$ cat src/rtl/mem_access.sv
// ---------------------------------------------------------------------------
// mem_access -- memory stage of the pipelined LEGv8 core.
//
// Holds the EX/MEM and MEM/WB pipeline registers, runs one data-memory access
// at a time over a req/ack port, resolves the branch decision and reports bad
// or timed-out accesses.
//
// Handshake: dm_req rises when a load/store sits in EX/MEM. dm_we, dm_addr and
// dm_wdata are stable while dm_req is high. The access completes in the
// cycle dm_ack=1 (dm_rdata is sampled then). If no ack arrives within
// MAX_WAIT request cycles, the access is aborted.
//
// Ports:
//   clk, reset                 clock (rising edge), synchronous active-low reset
//   valid_E .. writeReg_E      execute-stage instruction and control bits
//   stall_M                    hold execute and earlier stages this cycle
//   PCSrc_M, PCBranch_M        taken-branch select and registered target
//   dm_req/we/addr/wdata       data-memory request
//   dm_ack, dm_rdata           data-memory completion and load data
//   err_M                      one-cycle pulse: misaligned/illegal/timed-out
//   valid_W .. result_W        writeback-stage outputs
// ---------------------------------------------------------------------------
module mem_access #(
   parameter int N        = 64,
   parameter int MAX_WAIT = 16
) (
   input  logic         clk,
   input  logic         reset,
   input  logic         valid_E,
   input  logic         memRead_E,
   input  logic         memWrite_E,
   input  logic         regWrite_E,
   input  logic         memtoReg_E,
   input  logic         branch_E,
   input  logic [N-1:0] aluResult_E,
   input  logic [N-1:0] writeData_E,
   input  logic [N-1:0] PCBranch_E,
   input  logic         zero_E,
   input  logic [4:0]   writeReg_E,
   output logic         stall_M,
   output logic         PCSrc_M,
   output logic [N-1:0] PCBranch_M,
   output logic         dm_req,
   output logic         dm_we,
   output logic [N-1:0] dm_addr,
   output logic [N-1:0] dm_wdata,
   input  logic         dm_ack,
   input  logic [N-1:0] dm_rdata,
   output logic         err_M,
   output logic         valid_W,
   output logic         regWrite_W,
   output logic [4:0]   writeReg_W,
   output logic [N-1:0] result_W
);

   localparam logic [0:0] IDLE   = 1'b0;
   localparam logic [0:0] ACCESS = 1'b1;
   localparam int         CW     = (MAX_WAIT > 1) ? $clog2(MAX_WAIT) : 1;

   // EX/MEM register
   logic         valid_q, memRead_q, memWrite_q, regWrite_q;
   logic         memtoReg_q, branch_q, zero_q;
   logic [N-1:0] alu_q, wdata_q, pcb_q;
   logic [4:0]   wreg_q;

   // FSM and watchdog
   logic [0:0]    state_q, state_d;
   logic [CW-1:0] wait_q, wait_d;

   // MEM/WB register
   logic         valid_W_q, valid_W_d;
   logic         regWrite_W_q, regWrite_W_d;
   logic [4:0]   writeReg_W_q, writeReg_W_d;
   logic [N-1:0] result_W_q, result_W_d;

   logic mem_op_E, in_access, ack_hit, timeout, bad_M, stall;

   // The FSM enters ACCESS on the very edge that captures a good load/store,
   // so the request goes out in the first cycle the instruction is in MEM.
   assign mem_op_E  = valid_E & (memRead_E ^ memWrite_E) & (aluResult_E[2:0] == 3'b000);
   assign in_access = (state_q == ACCESS);
   assign ack_hit   = in_access & dm_ack;
   // Ack takes priority over the watchdog in the same cycle.
   assign timeout   = in_access & ~dm_ack & (wait_q == CW'(MAX_WAIT - 1));
   assign stall     = in_access & ~dm_ack & ~timeout;
   // Bad accesses never enter ACCESS, so this flags the single cycle they sit in MEM.
   assign bad_M     = valid_q & (memRead_q | memWrite_q)
                      & ((memRead_q & memWrite_q) | (alu_q[2:0] != 3'b000));

   always_comb begin
      state_d = IDLE;
      wait_d  = '0;
      if (stall) begin
         state_d = ACCESS;
         wait_d  = wait_q + CW'(1);
      end else if (mem_op_E) begin
         state_d = ACCESS;
      end
   end

   always_ff @(posedge clk) begin
      if (!reset) begin
         state_q <= IDLE;
         wait_q  <= '0;
      end else begin
         state_q <= state_d;
         wait_q  <= wait_d;
      end
   end

   // EX/MEM: control bits are masked so an invalid slot becomes a clean bubble.
   always_ff @(posedge clk) begin
      if (!reset) begin
         valid_q    <= 1'b0;
         memRead_q  <= 1'b0;
         memWrite_q <= 1'b0;
         regWrite_q <= 1'b0;
         memtoReg_q <= 1'b0;
         branch_q   <= 1'b0;
         zero_q     <= 1'b0;
         alu_q      <= '0;
         wdata_q    <= '0;
         pcb_q      <= '0;
         wreg_q     <= '0;
      end else if (!stall) begin
         valid_q    <= valid_E;
         memRead_q  <= valid_E & memRead_E;
         memWrite_q <= valid_E & memWrite_E;
         regWrite_q <= valid_E & regWrite_E;
         memtoReg_q <= valid_E & memtoReg_E;
         branch_q   <= valid_E & branch_E;
         zero_q     <= zero_E;
         alu_q      <= aluResult_E;
         wdata_q    <= writeData_E;
         pcb_q      <= PCBranch_E;
         wreg_q     <= writeReg_E;
      end
   end

   // MEM/WB: stall and error cycles push a bubble (data fields hold) so the
   // previous instruction is written back exactly once.
   always_comb begin
      valid_W_d    = 1'b0;
      regWrite_W_d = 1'b0;
      writeReg_W_d = writeReg_W_q;
      result_W_d   = result_W_q;
      if (!stall && !timeout && !bad_M) begin
         valid_W_d    = valid_q;
         regWrite_W_d = regWrite_q;
         writeReg_W_d = wreg_q;
         result_W_d   = (ack_hit & memtoReg_q) ? dm_rdata : alu_q;
      end
   end

   always_ff @(posedge clk) begin
      if (!reset) begin
         valid_W_q    <= 1'b0;
         regWrite_W_q <= 1'b0;
         writeReg_W_q <= '0;
         result_W_q   <= '0;
      end else begin
         valid_W_q    <= valid_W_d;
         regWrite_W_q <= regWrite_W_d;
         writeReg_W_q <= writeReg_W_d;
         result_W_q   <= result_W_d;
      end
   end

   assign stall_M    = stall;
   assign PCSrc_M    = valid_q & branch_q & zero_q & ~in_access;
   assign PCBranch_M = pcb_q;
   assign dm_req     = in_access;
   assign dm_we      = in_access & memWrite_q;
   assign dm_addr    = in_access ? alu_q   : '0;
   assign dm_wdata   = in_access ? wdata_q : '0;
   assign err_M      = bad_M | timeout;
   assign valid_W    = valid_W_q;
   assign regWrite_W = regWrite_W_q;
   assign writeReg_W = writeReg_W_q;
   assign result_W   = result_W_q;

endmodule

$ cat config.mk
export PLATFORM = sky130hd
export DESIGN_NAME = mem_access
export DESIGN_NICKNAME = d
export VERILOG_FILES = /design/src/rtl/mem_access.sv
export SDC_FILE = /design/constraint.sdc
export NUM_CORES = 1
export LEC_CHECK = 0
export ABC_AREA = 1
export CAP_MARGIN = 40
export CORE_AREA = 4 4 207 209
export CTS_CLUSTER_SIZE = 10
export DETAILED_ROUTE_END_ITERATION = 8
export DIE_AREA = 0 0 211 213
export GPL_ROUTABILITY_DRIVEN = 0
export PLACE_DENSITY_LB_ADDON = 0.2
export REMOVE_ABC_BUFFERS = 1
export SLEW_MARGIN = 0
export SYNTH_ARGS = -nofsm -noshare
export SYNTH_HDL_FRONTEND = slang
export SYNTH_SLANG_ARGS = --single-unit
export TNS_END_PERCENT = 30
$ cat constraint.sdc
create_clock -name clk -period 1.75 [get_ports clk]
set_input_delay 0.35 -clock clk [delete_from_list [all_inputs] [get_ports clk]]
set_output_delay 0.35 -clock clk [all_outputs]
set_load 0.1 [all_outputs]
Figure 1. Routing congestion map.
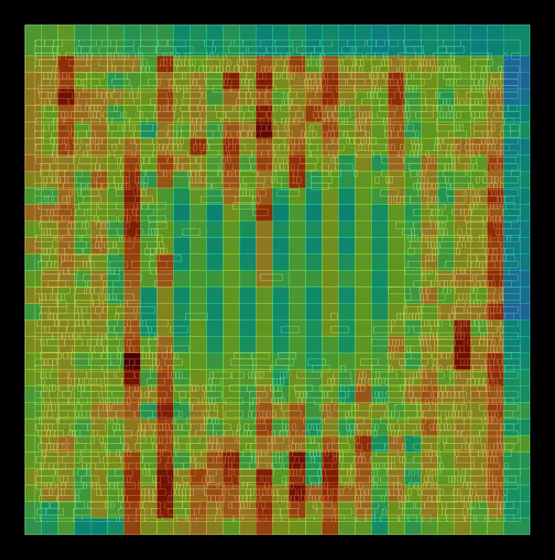
routed wire length per instance: 16.8 um
GRT busiest layer: met2

Figure 2. Signal wires by layer.
Drawn at 1 px/um.
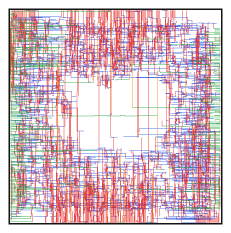
Key: metal 2 = red [wire length 23.7 mm]; metal 3 = green [wire length 4970 um]; metal 1 = blue [wire length 18900 um]; metal 4 = orange [wire length 1370 um]
Via Count: 12912
gr usage total: 20.0%
wirelength, routed: 48900 um

Figure 3. Sequential cells grouped by signal name.
Drawn at 1 px/um.
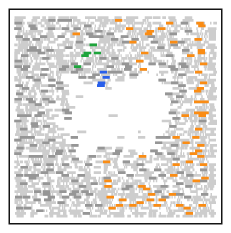
Key: wreg_q = green [placed flops 5]; wait_q = blue [placed flops 4]; alu_q = orange [placed flops 64]
Another 207 sequential cells are not coloured.

==> flow_summary_export.csv <==
group,metric,value,unit
routing,firstDrtPassIters,5,
global_routing,grt_overflow_total,0,
synthesis,ys.warnings.count,0,
clocking,htreeDepth,2,
setup_path,worst-setup-path-type,"flop to output port",
sta,fin_ws,-0.258,ns
finish,seq_area_share,25.0,%
power_and_ir_drop,p_seq_share,39.9,%
synthesis,netlist_instances,1836,
place,dp_hpwl,35400,um
global_routing,grt_max_degree,82,
setup_path,crit_cells,6,
power_and_ir_drop,p_leak,10.2,nW
power_and_ir_drop,power_frac_comb,21.7,%
sta,max_freq,0.498,GHz
setup_path,cp_top_family,"buffers and inverters",
routing,post-route-drc-count,0,
die,core-area,0.0408,mm2
place,place.port_buffers,538,
status,status,"finished, violations left",
routing,wl_met2,23700,um
status,failed_checks,"negative setup slack",
synthesis,edf_count,0,
synthesis,xor_area_share,0.219,%
synthesis,compound_area_share,11.6,%
clocking,cts_resized,54,
synthesis,synthTopCellsByCount,"nor2_1 (526), nand2_1 (339), dfxtp_1 (280)",
finish,ff_count,280,
power_and_ir_drop,powerDensity,786,mW/mm2
finish,clk_share,4.59,%
finish,buffers,618,
sta,worst_pin_slew,0.415,ns
synthesis,ys_sh_simple,28.0,%
die,chipHeight,213,um
setup_path,cpPeakStageDelay,0.38,ns
clocking,clockRootBuffer,"clkbuf_16",
sta,finClkSkew,0.0134,ns
global_routing,antenna_found_initial,1,
synthesis,async_flop_share,0,%
sta,slew_headroom,72.3,%
synthesis,ys_seq_share,46.7,%
finish,drive_gt1_share,22.4,%
die,chipArea,0.0449,mm2
power_and_ir_drop,largestPowerGroup,"sequential cells",
synthesis,logic_family,"simple AND/OR/NAND/NOR gates",
synthesis,fa_ha_area_share,0.104,%
setup_path,r2r-end,"wdata_q[27]",
die,ioPinCount,539,
setup_path,startpoint,"dm_req",
synthesis,numSynthFlops,280,
sta,holdWs,0.144,ns
global_routing,grt_pass1_vias,12670,
setup_path,required,1.40,ns
synthesis,top_area_share,46.7,%
setup_path,r2r_start,"dm_req",
power_and_ir_drop,p_clk,6.78,mW
finish,seqCellArea,0.00561,mm2
finish,mostFrequentLayoutCells,"nor2_1 (523), nand2_1 (317), buf_12 (289)",
power_and_ir_drop,clockPowerShare,38.4,%
die,rows,74,
finish,fillerInstances,3672,
sta,hold_violations,0,
hold_path,hold_path_depth,3,
clocking,clock_path_buffers,3,
power_and_ir_drop,ir_worst_vdd,0.000686,V
global_routing,met1_usage,22.5,%
job,warning_count,27,
routing,route.top_layer_used,"met4",
synthesis,yosys_cells,1836,
synthesis,synth_top_cell_by_area,"dfxtp_1",
global_routing,grt_pass1_wl,70800,um
setup_path,critPathLaunchType,"flop",
power_and_ir_drop,pg_comb,3.84,mW
setup_path,cp-end-kind,"output port",
place,dp.cells,2845,
power_and_ir_drop,total_power,17.7,mW
clocking,path_clk_slew,0.05,ns
finish,clockBufferCount,48,
synthesis,mux_area_share,0,%
finish,area_delta_synth_final,87.2,%
finish,inverters,270,
setup_path,worstPathMaxFanout,10,
setup_path,crit_path_top_delay_cell,"dfxtp_4",
setup_path,crit_path_end,"dm_wdata[19]",
clocking,clk-insertion-delay-late,0.53,ns
setup_path,crit_buf_inv,5,
hold_path,hp-start,"reset",
synthesis,syn_area,0.0120,mm2
synthesis,syn_area_per_cell,6.54,um2
setup_path,worstPathArrival,1.66,ns
hold_path,hold_end,"result_W[31]",
finish,comb_area_share,22.1,%
power_and_ir_drop,seq_power,7.05,mW
clocking,postCtsSetupBuffers,9,
setup_path,cpMostUsedCell,"buf_12",
hold_path,hold_path_class,"input port to flop",
clocking,numCtsBuffers,35,
setup_path,r2r_cells,10,
finish,multi_input_comb_cells,1167,
synthesis,ys_area,0.0120,mm2
global_routing,grt_util_met2,34.5,%
finish,final_cells,2917,
clocking,numClockSinks,280,
place,dpl_cell_area,0.0208,mm2
routing,drt_iter0_markers,641,
synthesis,topCellsByArea,"dfxtp_1 (47%), nor2_1 (16%), nand2_1 (11%)",
finish,dominant-cell-class,"buffers",
die,initCoreUtil,29.4,%
routing,ant_nets,0,
sta,setup_violations,132,
sta,drv_slew,0,
finish,num_antenna_cells,1,
finish,lay_top_count,"nor2_1",
setup_path,worstPathCellList,"buf_12 -> buf_12 -> clkbuf_16 -> nand2_1 -> inv_2 -> buf_12",
routing,viasPerCell,4.43,
synthesis,ys_types,23,
sta,grt_setup_unrepaired,"true",
finish,fin_util,55.1,%
sta,period_used_share,115,%
power_and_ir_drop,power_switching,5.27,mW
